Figure 1. Met1 routing (run 1).
Bar = 20 µm.
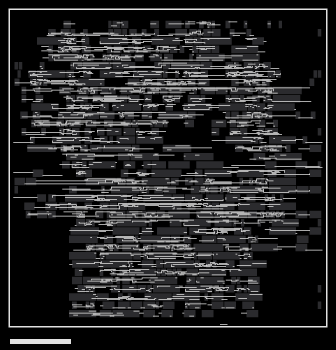
Figure 2. Signal wires on met2 (run 1).
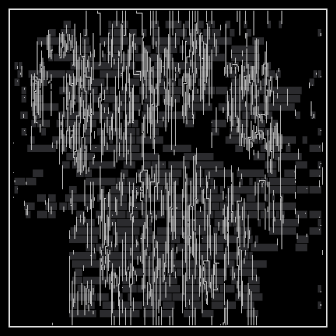
Figure 3. Signal wires on met3 (run 1).
Bar = 20 µm.
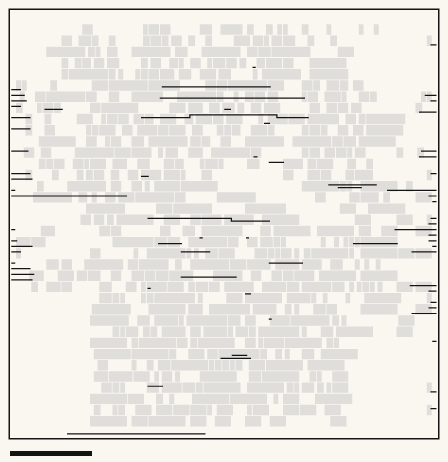
<file path="config.mk">
export PLATFORM = sky130hd
export DESIGN_NAME = prbs7_gen32_flat
export DESIGN_NICKNAME = d
export VERILOG_FILES = /design/src/rtl/prbs7_pkg.sv /design/src/rtl/prbs7_gen32_if.sv /design/src/rtl/prbs7_err_inject.sv /design/src/rtl/prbs7_gen32.sv /design/src/flat_wrapper.sv
export SDC_FILE = /design/constraint.sdc
export NUM_CORES = 1
export LEC_CHECK = 0
export CAP_MARGIN = 10
export CORE_UTILIZATION = 35
export CTS_CLUSTER_DIAMETER = 120
export DETAILED_ROUTE_END_ITERATION = 10
export PLACE_DENSITY = 0.65
export SETUP_SLACK_MARGIN = 0.5
export SLEW_MARGIN = 20
export SYNTH_ARGS = -nofsm -noshare
export SYNTH_HDL_FRONTEND = slang
export SYNTH_HIERARCHICAL = 1
export SYNTH_SLANG_ARGS = --single-unit
</file>
<file path="constraint.sdc">
create_clock -name clk -period 2 [get_ports clk]
set_clock_uncertainty 0.05 [all_clocks]
set_input_delay 0.3 -clock clk [delete_from_list [all_inputs] [get_ports clk]]
set_output_delay 0.3 -clock clk [all_outputs]
set_load 0.05 [all_outputs]
</file>
<file path="src/rtl/prbs7_pkg.sv">
// Shared PRBS7 (x^7 + x^6 + 1) definitions and 32-bit word expansion,
// used by both the generator and the downstream word checker.
package prbs7_pkg;

    localparam int               PRBS7_W            = 32;
    localparam int               PRBS7_ORDER        = 7;
    localparam logic [6:0]       PRBS7_DEFAULT_SEED = 7'h7F;

    // r[0] is the oldest bit; each new bit enters at r[6]. p[0] is first in time.
    function automatic logic [PRBS7_W-1:0] prbs7_next(input logic [PRBS7_ORDER-1:0] r);
        logic [PRBS7_ORDER-1:0] c;
        logic [PRBS7_W-1:0]     p;
        c = r;
        p = '0;
        for (int i = 0; i < PRBS7_W; i++) begin
            p[i] = c[1] ^ c[0];
            c    = {p[i], c[PRBS7_ORDER-1:1]};
        end
        return p;
    endfunction

endpackage

</file>
<file path="src/rtl/prbs7_gen32_if.sv">
// Control/data bundle of the 32-bit PRBS7 generator; master drives controls,
// slave (the generator) drives the word and status outputs.
interface prbs7_gen32_if;
    import prbs7_pkg::*;

    logic                   en;
    logic                   load_seed;
    logic [PRBS7_ORDER-1:0] seed;
    logic                   inject_err;
    logic [4:0]             err_pos;
    logic [PRBS7_W-1:0]     dout;
    logic                   dout_valid;
    logic                   err_pending;
    logic [31:0]            word_cnt;
    logic [15:0]            inj_cnt;

    modport master (
        output en, load_seed, seed, inject_err, err_pos,
        input  dout, dout_valid, err_pending, word_cnt, inj_cnt
    );

    modport slave (
        input  en, load_seed, seed, inject_err, err_pos,
        output dout, dout_valid, err_pending, word_cnt, inj_cnt
    );
endinterface

</file>
<file path="src/rtl/prbs7_err_inject.sv">
// Single-bit error injection: pending flag, position latch, flip mask and a
// saturating count of applied injections.
module prbs7_err_inject
    import prbs7_pkg::*;
(
    input  logic               clk,
    input  logic               rstn,
    input  logic               inject_err,
    input  logic [4:0]         err_pos,
    input  logic               run,
    input  logic               clear,
    output logic [PRBS7_W-1:0] injmask,
    output logic               err_pending,
    output logic [15:0]        inj_cnt
);

    logic        pend_q, pend_d;
    logic [4:0]  pos_q, pos_d;
    logic [15:0] cnt_q, cnt_d;
    logic        apply;
    logic [4:0]  pos_sel;

    // A request arriving while one is already pending is dropped outright.
    always_comb begin
        pend_d  = pend_q;
        pos_d   = pos_q;
        cnt_d   = cnt_q;
        apply   = 1'b0;
        pos_sel = pend_q ? pos_q : err_pos;
        if (clear) begin
            pend_d = 1'b0;
        end else if (run) begin
            apply  = pend_q || inject_err;
            pend_d = 1'b0;
        end else if (inject_err && !pend_q) begin
            pend_d = 1'b1;
            pos_d  = err_pos;
        end
        if (apply && cnt_q != 16'hFFFF) begin
            cnt_d = cnt_q + 16'd1;
        end
        injmask = apply ? (32'd1 << pos_sel) : '0;
    end

    always_ff @(posedge clk or negedge rstn) begin
        if (!rstn) begin
            pend_q <= 1'b0;
            pos_q  <= '0;
            cnt_q  <= '0;
        end else begin
            pend_q <= pend_d;
            pos_q  <= pos_d;
            cnt_q  <= cnt_d;
        end
    end

    assign err_pending = pend_q;
    assign inj_cnt     = cnt_q;

endmodule

</file>
<file path="src/rtl/prbs7_gen32.sv">
// 32-bit-per-clock PRBS7 generator, bit 0 first in time.
// Optional error injection is built when PRBS7_ERR_INJ_EN is defined.
//   state | meaning
//   IDLE  | no word produced this cycle, dout holds, dout_valid low
//   RUN   | a fresh word was loaded into dout this cycle
module prbs7_gen32
    import prbs7_pkg::*;
#(
    parameter logic [PRBS7_ORDER-1:0] SEED = PRBS7_DEFAULT_SEED
)(
    input logic           clk,
    input logic           rstn,
    prbs7_gen32_if.slave  bus
);

    typedef enum logic {IDLE = 1'b0, RUN = 1'b1} state_e;

    localparam logic [PRBS7_ORDER-1:0] SEED_RST = (SEED == '0) ? PRBS7_DEFAULT_SEED : SEED;

    state_e                 state_q, state_d;
    logic [PRBS7_ORDER-1:0] r_q, r_d;
    logic [PRBS7_W-1:0]     dout_q, dout_d;
    logic [31:0]            word_cnt_q, word_cnt_d;
    logic [PRBS7_W-1:0]     p;
    logic [PRBS7_W-1:0]     injmask;

    assign p = prbs7_next(r_q);

`ifdef PRBS7_ERR_INJ_EN
    logic run;
    assign run = bus.en && !bus.load_seed;

    prbs7_err_inject u_err_inject (
        .clk         (clk),
        .rstn        (rstn),
        .inject_err  (bus.inject_err),
        .err_pos     (bus.err_pos),
        .run         (run),
        .clear       (bus.load_seed),
        .injmask     (injmask),
        .err_pending (bus.err_pending),
        .inj_cnt     (bus.inj_cnt)
    );
`else
    logic unused_inj;
    assign unused_inj      = ^{bus.inject_err, bus.err_pos};
    assign injmask         = '0;
    assign bus.err_pending = 1'b0;
    assign bus.inj_cnt     = '0;
`endif

    // State advances from the clean word so an injected flip never propagates.
    always_comb begin
        state_d    = IDLE;
        r_d        = r_q;
        dout_d     = dout_q;
        word_cnt_d = word_cnt_q;
        if (bus.load_seed) begin
            r_d        = (bus.seed == '0) ? PRBS7_DEFAULT_SEED : bus.seed;
            word_cnt_d = '0;
        end else if (bus.en) begin
            state_d    = RUN;
            r_d        = p[PRBS7_W-1:PRBS7_W-PRBS7_ORDER];
            dout_d     = p ^ injmask;
            word_cnt_d = word_cnt_q + 32'd1;
        end
    end

    always_ff @(posedge clk or negedge rstn) begin
        if (!rstn) begin
            state_q    <= IDLE;
            r_q        <= SEED_RST;
            dout_q     <= '0;
            word_cnt_q <= '0;
        end else begin
            state_q    <= state_d;
            r_q        <= r_d;
            dout_q     <= dout_d;
            word_cnt_q <= word_cnt_d;
        end
    end

    assign bus.dout       = dout_q;
    assign bus.dout_valid = (state_q == RUN);
    assign bus.word_cnt   = word_cnt_q;

endmodule
</file>
<file path="src/flat_wrapper.sv">
// flat-port wrapper written by rule: the top's interface ports become plain ports
module prbs7_gen32_flat import prbs7_pkg::*;
#(
    parameter logic [PRBS7_ORDER-1:0] SEED = PRBS7_DEFAULT_SEED
)
  (clk, rstn, bus_en, bus_load_seed, bus_seed, bus_inject_err, bus_err_pos, bus_dout, bus_dout_valid, bus_err_pending, bus_word_cnt, bus_inj_cnt);
  prbs7_gen32_if bus_i ();
  input logic clk;
  input logic rstn;
  input wire logic [$bits(bus_i.en)-1:0] bus_en;
  input wire logic [$bits(bus_i.load_seed)-1:0] bus_load_seed;
  input wire logic [$bits(bus_i.seed)-1:0] bus_seed;
  input wire logic [$bits(bus_i.inject_err)-1:0] bus_inject_err;
  input wire logic [$bits(bus_i.err_pos)-1:0] bus_err_pos;
  output wire logic [$bits(bus_i.dout)-1:0] bus_dout;
  output wire logic [$bits(bus_i.dout_valid)-1:0] bus_dout_valid;
  output wire logic [$bits(bus_i.err_pending)-1:0] bus_err_pending;
  output wire logic [$bits(bus_i.word_cnt)-1:0] bus_word_cnt;
  output wire logic [$bits(bus_i.inj_cnt)-1:0] bus_inj_cnt;
  assign bus_i.en = bus_en;
  assign bus_i.load_seed = bus_load_seed;
  assign bus_i.seed = bus_seed;
  assign bus_i.inject_err = bus_inject_err;
  assign bus_i.err_pos = bus_err_pos;
  assign bus_dout = bus_i.dout;
  assign bus_dout_valid = bus_i.dout_valid;
  assign bus_err_pending = bus_i.err_pending;
  assign bus_word_cnt = bus_i.word_cnt;
  assign bus_inj_cnt = bus_i.inj_cnt;
  prbs7_gen32 #(.SEED(SEED)) u_core (.clk(clk), .rstn(rstn), .bus(bus_i));
endmodule
</file>
==> metrics.yaml, run 1 <==
drt_iter0_drc: 119
critPathKind: "flop to flop"
grtUsageTotal_pct: 18.4
start_kind: "flop"
ys.warnings.count: 6
nNetsFinal: 545
grt_pass1_wl_um: 15800
ys.flops: 72
reg2reg_slack_ps: 240
timing.rr.end: "u_core/bus.word_cnt[31]"
cts_root_buf: "clkbuf_8"
fin_util_pct: 57.4
first_global_vias: 3183
dpl.hpwl_um: 5970
r2r_start: "u_core/bus.word_cnt[0]"
worstRegToRegCells: 5
netlist-cell-type-count: 38
clk_pin_slew_ps: 70
fp_util_pct: 36.8
route.detailed.drc: 0
numCtsBuffers: 9
power_density_nw_per_um2: 1100
seqPwrFrac_pct: 32.3
synthCells: 373
period_minus_slack_ps: 1760
nFillCells: 870
swShare_pct: 43.2
final-hold-violation-count: 0
flop_cell: "dfrtp_1"
worst_slack_ps: 240
outcome: "complete, no violations"
dpl.cell_count: 581
fin_crit_sh_pct: 88.0
cts_tree: "yes"
wl_per_cell_um: 15.1
cp.depth: 5
viasPerCell: 4.99
leakage_uw: 0.00251
finalWeightedCongestion: 0.784
critPathCaptureType: "flop"
setup_viol: 0
Notes on Figure 1 above:
share of all routed wire: 44%
main direction: horizontal
wire length on this layer: 4430 µm
nets with wire on the layer: 472
vias post-DR: 3318
met1 Resource Use GR: 25.1%
WL final: 10000 µm

Notes on Figure 2 above:
share of all routed wire: 50%
nets with wire on the layer: 481

Notes on Figure 3 above:
main direction: horizontal
wire length on this layer: 414 µm
share of all routed wire: 4.1%

-- run 1: state kept, by name, indices dropped and copies added (netlist names) --
register / cells
u_core/bus.word_cnt: 32
u_core/r_q: 7
u_core/bus.dout: 32
u_core/bus.dout_valid: 1
-- run 1: worst register-to-register path, stage by stage (launching register included) --
cell	delay [ps]
dfrtp_2	420
and4_4	260
nand4_1	150
buf_6	180
or4_4	510
a21oi_2	120
-- run 1: timing repair --
item / in CTS / in global routing
cloned: 2 / 0
setup endpoints to repair: 94 / 51
resized: 255 / 85
hold endpoints to repair: 65 / 0
hold buffers: 1 / 0
pin swaps: 26 / 31
buffers inserted: 47 / 18
-- run 1: cells by family (layout without fill, tap and decap cells) --
logic type                 after synthesis  in the layout  share of synthesized area [%]
xor gates and xnor gates                43             43                           10.3
buffers and inverters                   47            188                           7.38
muxes                                    1              1                          0.275
AOI/OAI and AO/OA                       84             84                           13.9
DFF                                     72             72                           49.7
and+or+nand+nor                        124            126                           18.0
other                                    1             17                          0.103
adders and majority gates                1              1                          0.343
-- run 1: layout by cell type (no fill, tap or decap), types with 3 or more instances in the layout --
| cell type | instances |
|---|---|
| buf_6 | 17 |
| o31ai_1 | 11 |
| buf_2 | 25 |
| nand3_1 | 5 |
| clkbuf_8 | 12 |
| nand2_1 | 53 |
| inv_1 | 4 |
| buf_12 | 5 |
| nand4_1 | 9 |
| or4_1 | 9 |
| o22a_1 | 6 |
| nand4_4 | 3 |
| or4_4 | 5 |
| or3_1 | 3 |
| xor2_2 | 3 |
| dfrtp_2 | 23 |
| clkinvlp_4 | 3 |
| dfstp_2 | 7 |
| o21ai_0 | 33 |
| or3_2 | 3 |
| a21oi_1 | 20 |
| xor2_1 | 11 |
| conb_1 | 17 |
| buf_4 | 75 |
| and4_4 | 4 |
| and3_4 | 3 |
| dfrtp_1 | 42 |
| a21oi_2 | 8 |
| xnor2_1 | 16 |
| clkdlybuf4s15_2 | 35 |
| clkdlybuf4s50_1 | 4 |
| nor2_1 | 17 |
| xnor2_2 | 6 |
| xnor2_4 | 5 |
-- run 1: power groups by stage --
stage	sequential, µW	clock (µW)	combinational (µW)
2_1_floorplan	2940	0	982
3_5_place_dp	2090	0	2650
4_1_cts	2030	1140	2880
5_1_grt	2080	1190	3300
3_3_place_gp	2080	0	2630
6_report	2030	1110	3150
-- run 1: cell type report --
cell class,instances,area (µm²),area share [%]
Clock buffer,12,165,2.91
Clock inverter,4,27.5,0.484
Timing Repair Buffer,168,1480,26.1
Tap cell,133,166,2.93
Inverter,4,15.0,0.264
Sequential cell,72,1840,32.4
Multi-Input combinational cell,272,1990,35.0
-- run 1: per-layer routing --
| layer | up-vias | track usage, % | share of wire (%) |
|---|---|---|---|
| met5 | - | 0 | 0 |
| met4 | 0 | 7.45 | 2.1 |
| met3 | 17 | 2.51 | 4.1 |
| met2 | 83 | 29.6 | 50 |
| met1 | 1638 | 25.1 | 44 |
| li1 | 1580 | - | - |
==> inputs of run 2 (changes only) <==
--- a/config.mk
+++ b/config.mk
@@ -9,7 +9,7 @@
 export CORE_UTILIZATION = 35
 export CTS_CLUSTER_DIAMETER = 120
 export DETAILED_ROUTE_END_ITERATION = 10
-export PLACE_DENSITY = 0.65
+export PLACE_DENSITY_LB_ADDON = 0.08
 export SETUP_SLACK_MARGIN = 0.5
 export SLEW_MARGIN = 20
 export SYNTH_ARGS = -nofsm -noshare
Figure 4. Met1 routing (run 2).
Bar = 20 µm.
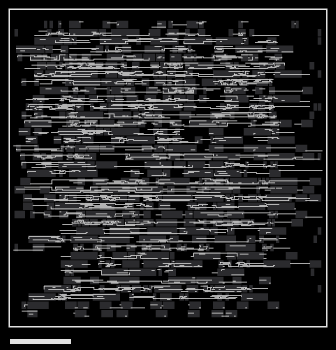
nets with wire on the layer: 460
main direction: horizontal
share of all routed wire: 48%

==> metrics.yaml, run 2 <==
outcome: "complete, no violations"
fin_total_pwr_uw: 6350
vdd_ir_drop_max_mv: 0.673
warnings: 35
crit_fanout: 5
yosysCellCount: 373
nNetsFinal: 545  # unchanged
grtUsageTotal_pct: 18.6  # +0.18 points
ys.warnings.count: 6  # unchanged
setup_viol: 0  # unchanged
grt_pass1_wl_um: 16100  # +1.6%
first_global_vias: 3100  # -2.6%
final-hold-violation-count: 0  # unchanged
arrival_ps: 1970
syn_avg_cell_area_um2: 9.77
timing.final.max_slew_violations: 0
hold_path_class: "primary input to flop"
drive_above_1_share_pct: 50.8
start_kind: "flop"
synthCells: 373  # unchanged
ys.flops: 72  # unchanged
mostFrequentLayoutCell: "buf_4"
synthTopCellsByCount: "dfrtp_1, nand2_1, o21ai_0, a21oi_1, xnor2_1"
seq_area_frac_synth_pct: 49.7
finalWeightedCongestion: 0.709  # -9.5%
clkSinkCount: 72
top_cell: "dfrtp_1"
power_density_nw_per_um2: 1090  # -1.8%
area_leaders: "dfrtp_1, xnor2_1, nand2_1"
wl_per_cell_um: 15.2  # +0.53%
flop_cell: "dfrtp_1"
port_buffers: 75
ys_area_um2: 3640
antenna_found_initial: 0
layout_top_cells: "buf_4, nand2_1, dfrtp_1"
leakage_uw: 0.00254  # +1.2%
pre_cts_slack_ps: -108
critPathKind: "flop to flop"
viasPerCell: 4.95  # -0.75%
ctsLongestPathBuffers: 2
drv_cap: 0
grt_start_max_net_pins: 73
antenna_cells: 0
route.detailed.drc: 0  # unchanged
crit_required_ps: 2220
insertion_delay_ps: 340
netlist-cell-type-count: 38  # unchanged
nFillCells: 844  # -3.0%
firstDrtPassIters: 4
drt_iter0_drc: 97  # -18%
rsz0062_at_grt: "true"
period_minus_slack_ps: 1740  # -15.2 ps
numCtsBuffers: 9  # unchanged
fin_tns_setup_ps: 0
num_vias: 3288  # -0.90%
htreeDepth: 3
syn_area_um2: 3640
die-area_um2: 10800
fp_util_pct: 36.8  # unchanged
clk_pin_slew_ps: 70  # about the same
io_pins: 99
edf_count: 0
worst_slack_ps: 255  # +15.2 ps
totalWireLength_um: 10100  # +0.38%
core_um2: 9910
timing.hold.ws_ps: 250
row_count: 36
critPathCaptureType: "flop"
cts_tree: "yes"
top_area_share_pct: 44.6
grt-ovfl-total: 0
cts_root_buf: "clkbuf_8"
drt.antenna.violating_nets: 0
dpl.hpwl_um: 5950  # -0.35%
yosysTopAreaCell: "dfrtp_1"
die_x_um: 104
fin_crit_sh_pct: 87.2  # -0.76 points
die.size.y_um: 104
async_reset_ff_share_pct: 100
syn_to_final_growth_pct: 60.5
clock.fmax_mhz: 573
run 2: cell counts after synthesis:
No cell type changed its count.
run 2: logic make-up after synthesis:
family	share of synthesized area, %
simple gates	18.0
compound gates	13.9
flops	49.7
buf+inv	7.38
xor+xnor	10.3
fa+ha+maj	0.343
other cells	0.103
mux	0.275
run 2: final timing paths:
path | to | depth (start not counted) | slack (ps) | from
max | u_core/bus.word_cnt[20] | 6 | 260 | u_core/bus.word_cnt[0]
max in group asynchronous | u_core/r_q[5] | 3 | 1070 | rstn
min reg2reg | u_core/bus.dout[12] | 2 | 410 | u_core/bus.dout[12]
max reg2reg | u_core/bus.word_cnt[20] | 6 | 260 | u_core/bus.word_cnt[0]
min in group asynchronous | u_core/bus.dout[3] | 3 | 440 | rstn
min | u_core/r_q[6] | 3 | 250 | bus_seed[6]
run 2: final cells by class:
type	instances	area (µm²)	area share, %
tap	133	166	2.85
clock buffer	15	176	3.02
multi-input combinational	272	2110	36.0
inverter	4	15.0	0.257
timing repair buffer	168	1550	26.5
sequential	72	1840	31.4
run 2: what timing repair did:
item,CTS,global route
pin swaps,32,36
gates cloned,2,1
gates resized,264,88
endpoints found under the hold margin,65,0
hold buffers,1,0
setup endpoints to repair,95,57
setup buffers,51,11
run 2: report_power, final:
part           switching [µW]  internal (µW)
Combinational            1960           1300
Clock                     514            549
Sequential                228           1790
run 2: worst max-delay path, cell delays in order (launching register included):
cell and delay, ps:
dfrtp_2 410, ha_4 150, and3_4 200, buf_6 130
nand4_4 110, or4_4 500, a21oi_2 120
run 2: metal layers:
layer,up-vias,global-route usage (%),share of wire (%)
met2,95,28.0,46
met3,9,2.94,4.5
li1,1567,-,-
met4,0,6.12,0.86
met5,-,0,0
met1,1617,27.2,48
run 2: through the flow:
step	utilization, %	std cells	instance area [µm²]
detailed placement	47.6	583	4720
CTS	55.8	652	5530
finish	59.0	664	5850
global placement	47.6	583	4720
floorplan	-	389	3850
global route	59.0	664	5850
Power and IR drop assume default switching activity.
